==> images/clock_wires.png <==
Drawn at 2 px/µm.
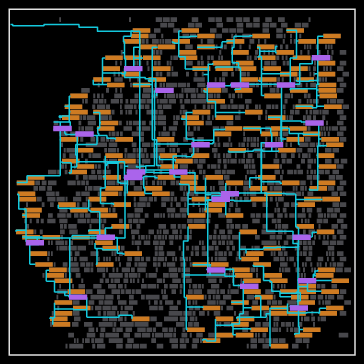
==> images/layers.png <==
Drawn at 3 px/µm.
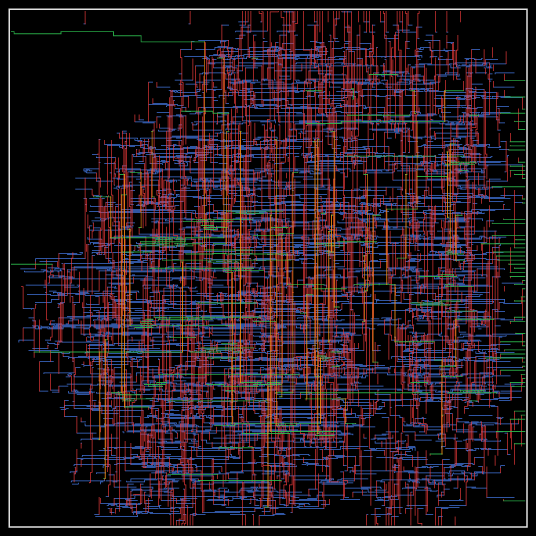
==> images/congestion_map.png <==
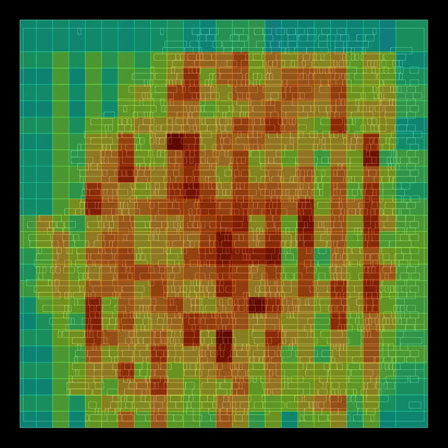
===== src/rtl/axis_frame_gen_pkg.sv =====
`default_nettype none
// ---------------------------------------------------------------------------
// axis_frame_gen_pkg : shared types and colour constants for the frame generator
// Rev 1.0
// ---------------------------------------------------------------------------
package axis_frame_gen_pkg;

  typedef enum logic [1:0] {
    MODE_COORD = 2'd0,
    MODE_BARS  = 2'd1,
    MODE_SOLID = 2'd2,
    MODE_CHECK = 2'd3
  } mode_e;

  typedef enum logic [0:0] {
    IDLE = 1'b0,
    RUN  = 1'b1
  } state_e;

  localparam logic [23:0] C_RGB_WHITE = 24'hFFFFFF;
  localparam logic [23:0] C_RGB_BLACK = 24'h000000;

  // Index 0 is the leftmost bar: white, yellow, cyan, green, magenta, red, blue, black.
  localparam logic [7:0][23:0] C_BAR_COLOURS = {
    C_RGB_BLACK, 24'h0000FF, 24'hFF0000, 24'hFF00FF,
    24'h00FF00,  24'h00FFFF, 24'hFFFF00, C_RGB_WHITE
  };

endpackage
`default_nettype wire


===== src/rtl/axis_pattern_pixel.sv =====
`default_nettype none
// ---------------------------------------------------------------------------
// axis_pattern_pixel : combinational test-pattern colour for one pixel
// Rev 1.0
// ---------------------------------------------------------------------------
module axis_pattern_pixel
  import axis_frame_gen_pkg::*;
#(
  parameter int PIXEL_WIDTH = 24,
  parameter int HW          = 12,
  parameter int VW          = 12,
  parameter int CHECK_SHIFT = 3
) (
  input  logic [1:0]             mode_i,
  input  logic [HW-1:0]          px_i,
  input  logic [VW-1:0]          y_i,
  input  logic [7*HW-1:0]        thresh_i,
  input  logic [PIXEL_WIDTH-1:0] solid_i,
  output logic [PIXEL_WIDTH-1:0] pixel_o
);

  logic [2:0]       w_bar_idx;
  logic [VW+HW-1:0] w_coord;

  // Thresholds are monotonic, so counting those passed gives the bar index.
  always_comb begin
    w_bar_idx = 3'd0;
    for (int i = 0; i < 7; i++) begin
      if (px_i >= thresh_i[i*HW +: HW]) w_bar_idx = w_bar_idx + 3'd1;
    end
  end

  assign w_coord = {y_i, px_i};

  always_comb begin
    case (mode_e'(mode_i))
      MODE_COORD: pixel_o = PIXEL_WIDTH'(w_coord);
      MODE_BARS:  pixel_o = PIXEL_WIDTH'(C_BAR_COLOURS[w_bar_idx]);
      MODE_SOLID: pixel_o = solid_i;
      default:    pixel_o = (px_i[CHECK_SHIFT] ^ y_i[CHECK_SHIFT]) ?
                            PIXEL_WIDTH'(C_RGB_WHITE) : PIXEL_WIDTH'(C_RGB_BLACK);
    endcase
  end

endmodule
`default_nettype wire


===== src/rtl/axis_frame_generator.sv =====
`default_nettype none
// ---------------------------------------------------------------------------
// axis_frame_generator : AXI4-Stream video test-pattern frame source
// Rev 1.0
// ---------------------------------------------------------------------------
module axis_frame_generator
  import axis_frame_gen_pkg::*;
#(
  parameter int MAX_H_RES   = 2048,
  parameter int MAX_V_RES   = 2048,
  parameter int PPC         = 1,
  parameter int PIXEL_WIDTH = 24,
  parameter int DATA_WIDTH  = PPC*PIXEL_WIDTH,
  parameter int USER_WIDTH  = 1,
  parameter int CHECK_SHIFT = 3,
  parameter int HW          = $clog2(MAX_H_RES+1),
  parameter int VW          = $clog2(MAX_V_RES+1),
  parameter int KEEP_WIDTH  = (DATA_WIDTH+7)/8,
  parameter int ID_WIDTH    = 1,
  parameter int DEST_WIDTH  = 1
) (
  input  logic                   clk_i,
  input  logic                   rst_ni,
  input  logic                   enable_i,
  input  logic [1:0]             mode_i,
  input  logic [HW-1:0]          h_res_i,
  input  logic [VW-1:0]          v_res_i,
  input  logic [PIXEL_WIDTH-1:0] solid_i,
  output logic                   busy_o,
  output logic                   cfg_err_o,
  output logic                   frame_done_o,
  output logic [15:0]            frame_cnt_o,
  output logic [HW-1:0]          x_o,
  output logic [VW-1:0]          y_o,
  output logic [DATA_WIDTH-1:0]  m_axis_tdata,
  output logic                   m_axis_tvalid,
  input  logic                   m_axis_tready,
  output logic                   m_axis_tlast,
  output logic [USER_WIDTH-1:0]  m_axis_tuser,
  output logic [KEEP_WIDTH-1:0]  m_axis_tkeep,
  output logic [ID_WIDTH-1:0]    m_axis_tid,
  output logic [DEST_WIDTH-1:0]  m_axis_tdest
);

  state_e                  r_state;
  logic [HW-1:0]           r_h_res, r_x;
  logic [VW-1:0]           r_v_res, r_y;
  logic [1:0]              r_mode;
  logic [PIXEL_WIDTH-1:0]  r_solid;
  logic [7*HW-1:0]         r_thresh;
  logic                    r_valid, r_last, r_user, r_cfg_err, r_done;
  logic [DATA_WIDTH-1:0]   r_data;
  logic [15:0]             r_frame_cnt;

  logic [HW-1:0]           w_bar_w, w_cfg_h, w_nx;
  logic [VW-1:0]           w_ny;
  logic [7*HW-1:0]         w_thresh_in, w_cfg_thresh;
  logic [1:0]              w_cfg_mode;
  logic [PIXEL_WIDTH-1:0]  w_cfg_solid;
  logic [DATA_WIDTH-1:0]   w_data;
  logic w_cfg_ok, w_fire, w_last_hs, w_start_pt, w_start, w_nlast;

  assign w_cfg_ok = (h_res_i >= HW'(PPC)) && (h_res_i <= HW'(MAX_H_RES)) &&
                    ((h_res_i & HW'(PPC-1)) == '0) &&
                    (v_res_i != '0) && (v_res_i <= VW'(MAX_V_RES));

  assign w_fire     = r_valid && m_axis_tready;
  assign w_last_hs  = w_fire && r_last && (r_y == r_v_res - VW'(1));
  assign w_start_pt = (r_state == IDLE) || w_last_hs;
  assign w_start    = w_start_pt && enable_i && w_cfg_ok;

  assign w_bar_w = h_res_i >> 3;
  always_comb begin
    w_thresh_in = '0;
    for (int i = 1; i < 8; i++) begin
      w_thresh_in[(i-1)*HW +: HW] = HW'(i) * w_bar_w;
    end
  end

  // Next-beat pixels see the incoming config at a start point, the latched one otherwise.
  assign w_cfg_h      = w_start ? h_res_i     : r_h_res;
  assign w_cfg_mode   = w_start ? mode_i      : r_mode;
  assign w_cfg_solid  = w_start ? solid_i     : r_solid;
  assign w_cfg_thresh = w_start ? w_thresh_in : r_thresh;

  always_comb begin
    w_nx = r_x;
    w_ny = r_y;
    if (w_start) begin
      w_nx = '0;
      w_ny = '0;
    end else if (r_last) begin
      w_nx = '0;
      w_ny = r_y + VW'(1);
    end else begin
      w_nx = r_x + HW'(PPC);
    end
  end

  assign w_nlast = (w_nx == w_cfg_h - HW'(PPC));

  for (genvar k = 0; k < PPC; k++) begin : g_lane
    axis_pattern_pixel #(
      .PIXEL_WIDTH (PIXEL_WIDTH),
      .HW          (HW),
      .VW          (VW),
      .CHECK_SHIFT (CHECK_SHIFT)
    ) u_pixel (
      .mode_i   (w_cfg_mode),
      .px_i     (w_nx + HW'(k)),
      .y_i      (w_ny),
      .thresh_i (w_cfg_thresh),
      .solid_i  (w_cfg_solid),
      .pixel_o  (w_data[k*PIXEL_WIDTH +: PIXEL_WIDTH])
    );
  end

  always_ff @(posedge clk_i or negedge rst_ni) begin
    if (!rst_ni) begin
      r_state     <= IDLE;
      r_h_res     <= '0;
      r_v_res     <= '0;
      r_mode      <= '0;
      r_solid     <= '0;
      r_thresh    <= '0;
      r_x         <= '0;
      r_y         <= '0;
      r_valid     <= 1'b0;
      r_last      <= 1'b0;
      r_user      <= 1'b0;
      r_data      <= '0;
      r_cfg_err   <= 1'b0;
      r_done      <= 1'b0;
      r_frame_cnt <= '0;
    end else begin
      r_done <= w_last_hs;
      if (w_last_hs) r_frame_cnt <= r_frame_cnt + 16'd1;
      if (w_start_pt && enable_i) r_cfg_err <= !w_cfg_ok;

      if (w_start) begin
        r_state  <= RUN;
        r_h_res  <= h_res_i;
        r_v_res  <= v_res_i;
        r_mode   <= mode_i;
        r_solid  <= solid_i;
        r_thresh <= w_thresh_in;
        r_valid  <= 1'b1;
        r_x      <= w_nx;
        r_y      <= w_ny;
        r_data   <= w_data;
        r_last   <= w_nlast;
        r_user   <= 1'b1;
      end else if (w_last_hs || (r_state == IDLE)) begin
        r_state <= IDLE;
        r_valid <= 1'b0;
        r_x     <= '0;
        r_y     <= '0;
        r_data  <= '0;
        r_last  <= 1'b0;
        r_user  <= 1'b0;
      end else if (w_fire) begin
        r_x    <= w_nx;
        r_y    <= w_ny;
        r_data <= w_data;
        r_last <= w_nlast;
        r_user <= 1'b0;
      end
    end
  end

  assign busy_o        = (r_state == RUN);
  assign cfg_err_o     = r_cfg_err;
  assign frame_done_o  = r_done;
  assign frame_cnt_o   = r_frame_cnt;
  assign x_o           = r_x;
  assign y_o           = r_y;
  assign m_axis_tdata  = r_data;
  assign m_axis_tvalid = r_valid;
  assign m_axis_tlast  = r_last;
  assign m_axis_tuser  = USER_WIDTH'(r_user);
  assign m_axis_tkeep  = '1;
  assign m_axis_tid    = '0;
  assign m_axis_tdest  = '0;

endmodule
`default_nettype wire


===== config.mk =====
export PLATFORM = sky130hd
export DESIGN_NAME = axis_frame_generator
export DESIGN_NICKNAME = d
export VERILOG_FILES = /design/src/rtl/axis_frame_gen_pkg.sv /design/src/rtl/axis_pattern_pixel.sv /design/src/rtl/axis_frame_generator.sv
export SDC_FILE = /design/constraint.sdc
export NUM_CORES = 1
export LEC_CHECK = 0
export CAP_MARGIN = 25
export CORE_UTILIZATION = 45
export CTS_CLUSTER_DIAMETER = 120
export DETAILED_ROUTE_END_ITERATION = 6
export PLACE_DENSITY_LB_ADDON = 0.2
export SYNTH_ARGS = -nofsm -noshare
export SYNTH_HDL_FRONTEND = slang
export SYNTH_SLANG_ARGS = --single-unit

===== constraint.sdc =====
create_clock -name clk_i -period 22 [get_ports clk_i]
set_input_delay 2.2 -clock clk_i [delete_from_list [all_inputs] [get_ports clk_i]]
set_output_delay 2.2 -clock clk_i [all_outputs]
set_load 0.02 [all_outputs]

==> impl_metrics.py <==
# Generated from Yosys and OpenROAD reports
metrics = {
    "run_status": {
        "status": "completed",
    },
    "grt": {
        "grt_pass1_wl_um": 57370,
    },
    "min_path": {
        "min_path_cells": 2,
        "hold_end": "r_solid[23]",
    },
    "power": {
        "intPower_mw": 1.067,
        "p_per_area_nw_per_um2": 115.7,
        "pg_comb_mw": 0.970,
        "power_frac_seq_pct": 22.9,
        "power.switching_mw": 0.7204,
        "maxPowerGroup": "combinational logic",
        "combPwrFrac_pct": 54.2,
        "switching_share_pct": 40.31,
    },
    "yosys": {
        "avgSynthCellArea_um2": 9.132,
        "simple_gate_area_share_pct": 17.03,
        "netlist_logic_family_top": "simple AND/OR/NAND/NOR gates",
        "synth.most_common_cell": "nand2_1",
        "top_area_cell": "dfrtp_1",
        "xor_share_pct": 7.465,
        "ys_cells": 1426,
        "synth-seq-cells": 203,
        "yosys_area_um2": 13020,
        "synthDistinctLibCells": 75,
        "netlist_area_um2": 13020,
        "synthCells": 1426,
        "ys_sh_adder_pct": 14.37,
        "yosys.area_share.aoi_pct": 13.77,
        "top_area_share_pct": 39.01,
        "ys_seq_share_pct": 39.01,
    },
    "final_layout": {
        "final_layout_size_suffix_gt1_share_pct": 5.928,
        "largest_cell_class": "logic gates",
        "layout.cells.most_common_list": "nand2_1 (212), dfrtp_1 (203), ha_1 (132), clkdlybuf4s50_1 (122), inv_1 (114)",
        "comb_area_um2": 7261,
        "num-nonclk-inverters": 117,
        "regMostFlops": "r_thresh",
        "logic_gates": 1047,
        "comb_share_pct": 47.00,
        "regArea_um2": 5080,
        "n_all_buffers": 141,
        "flops": 203,
        "mostFrequentLayoutCell": "nand2_1",
        "seq_share_pct": 32.89,
        "largest_reg_flops": 84,
    },
    "sta": {
        "worst_pin_slew_ps": 1032,
        "clock.fmax_ghz": 0.09353,
        "slew_headroom_pct": 30.81,
        "drv_slew": 0,
        "fin_crit_ps": 10690,
        "tns_ps": 0,
        "hold_ws_ps": 469.2,
        "hold_viol": 0,
        "worst_slack_ps": 11310,
    },
    "critical_path": {
        "r2r_cells": 42,
        "cpMaxStageDelayCell": "buf_4",
        "critical_path_buf_inv_count": 8,
        "cp_data_required_time_ps": 22410,
        "cp.depth": 42,
        "cpMostUsedCell": "ha_1",
        "cp-startpoint": "m_axis_tready",
        "critPathCaptureType": "flop",
        "cp_max_fo": 74,
        "cp_top_family": "AND-OR/OR-AND gates",
    },
    "floorplanning": {
        "die-area_um2": 29620,
        "pin_count": 129,
        "core-area_um2": 28090,
        "rows": 61,
    },
    "placement": {
        "dp_hpwl_um": 26740,
        "place_congestion": 0.9002,
        "placed_area_um2": 14620,
        "dp.cells": 1886,
    },
    "route": {
        "met3_wirelength_um": 1814,
        "wl_met2_um": 16630,
        "highest_layer": "met4",
        "antenna_left": 0,
        "routed_via_density": 5.534,
        "dr.pass1.iters": 6,
    },
    "run": {
        "warning_count": 39,
    },
    "cts": {
        "cts_made_buffers": 24,
        "clkSlewWorstSetupHoldPaths_ps": 60,
        "post_cts_resized": 0,
        "cts_root_buf": "clkbuf_16",
        "cts_setup_buffers": 0,
    },
}
-- clock_wires.png (at the start) --
legend:
  flip-flops:
    colour: orange
    count: 203
  clock wires:
    colour: cyan
    length: 2760 µm
  clock-net drivers:
    colour: purple
    count: 24
routed clock nets: 25
Final Skew: 11.31 ps
clock power share: 22.8%
clk pwr: 0.408 mW

-- layers.png (at the start) --
legend:
  M3:
    colour: green
    wire_length: 1810 µm
  M1:
    colour: blue
    wire_length: 16000 µm
  M4:
    colour: orange
    wire_length: 1680 µm
  M2:
    colour: red
    wire_length: 16600 µm
GRT Overall Usage: 24.96%
Vias: 10680
WL/cell: 18.71 µm
Post-Route WL: 36100 µm

-- congestion_map.png (at the start) --
Most Crowded Layer GR: met2
GR Util met1: 33.78%
final core utilization: 55.00%
met2 Use GR: 40.22%
met3 usage: 2.815%

Power figures rest on the tool's default switching activity, not on a simulated workload.
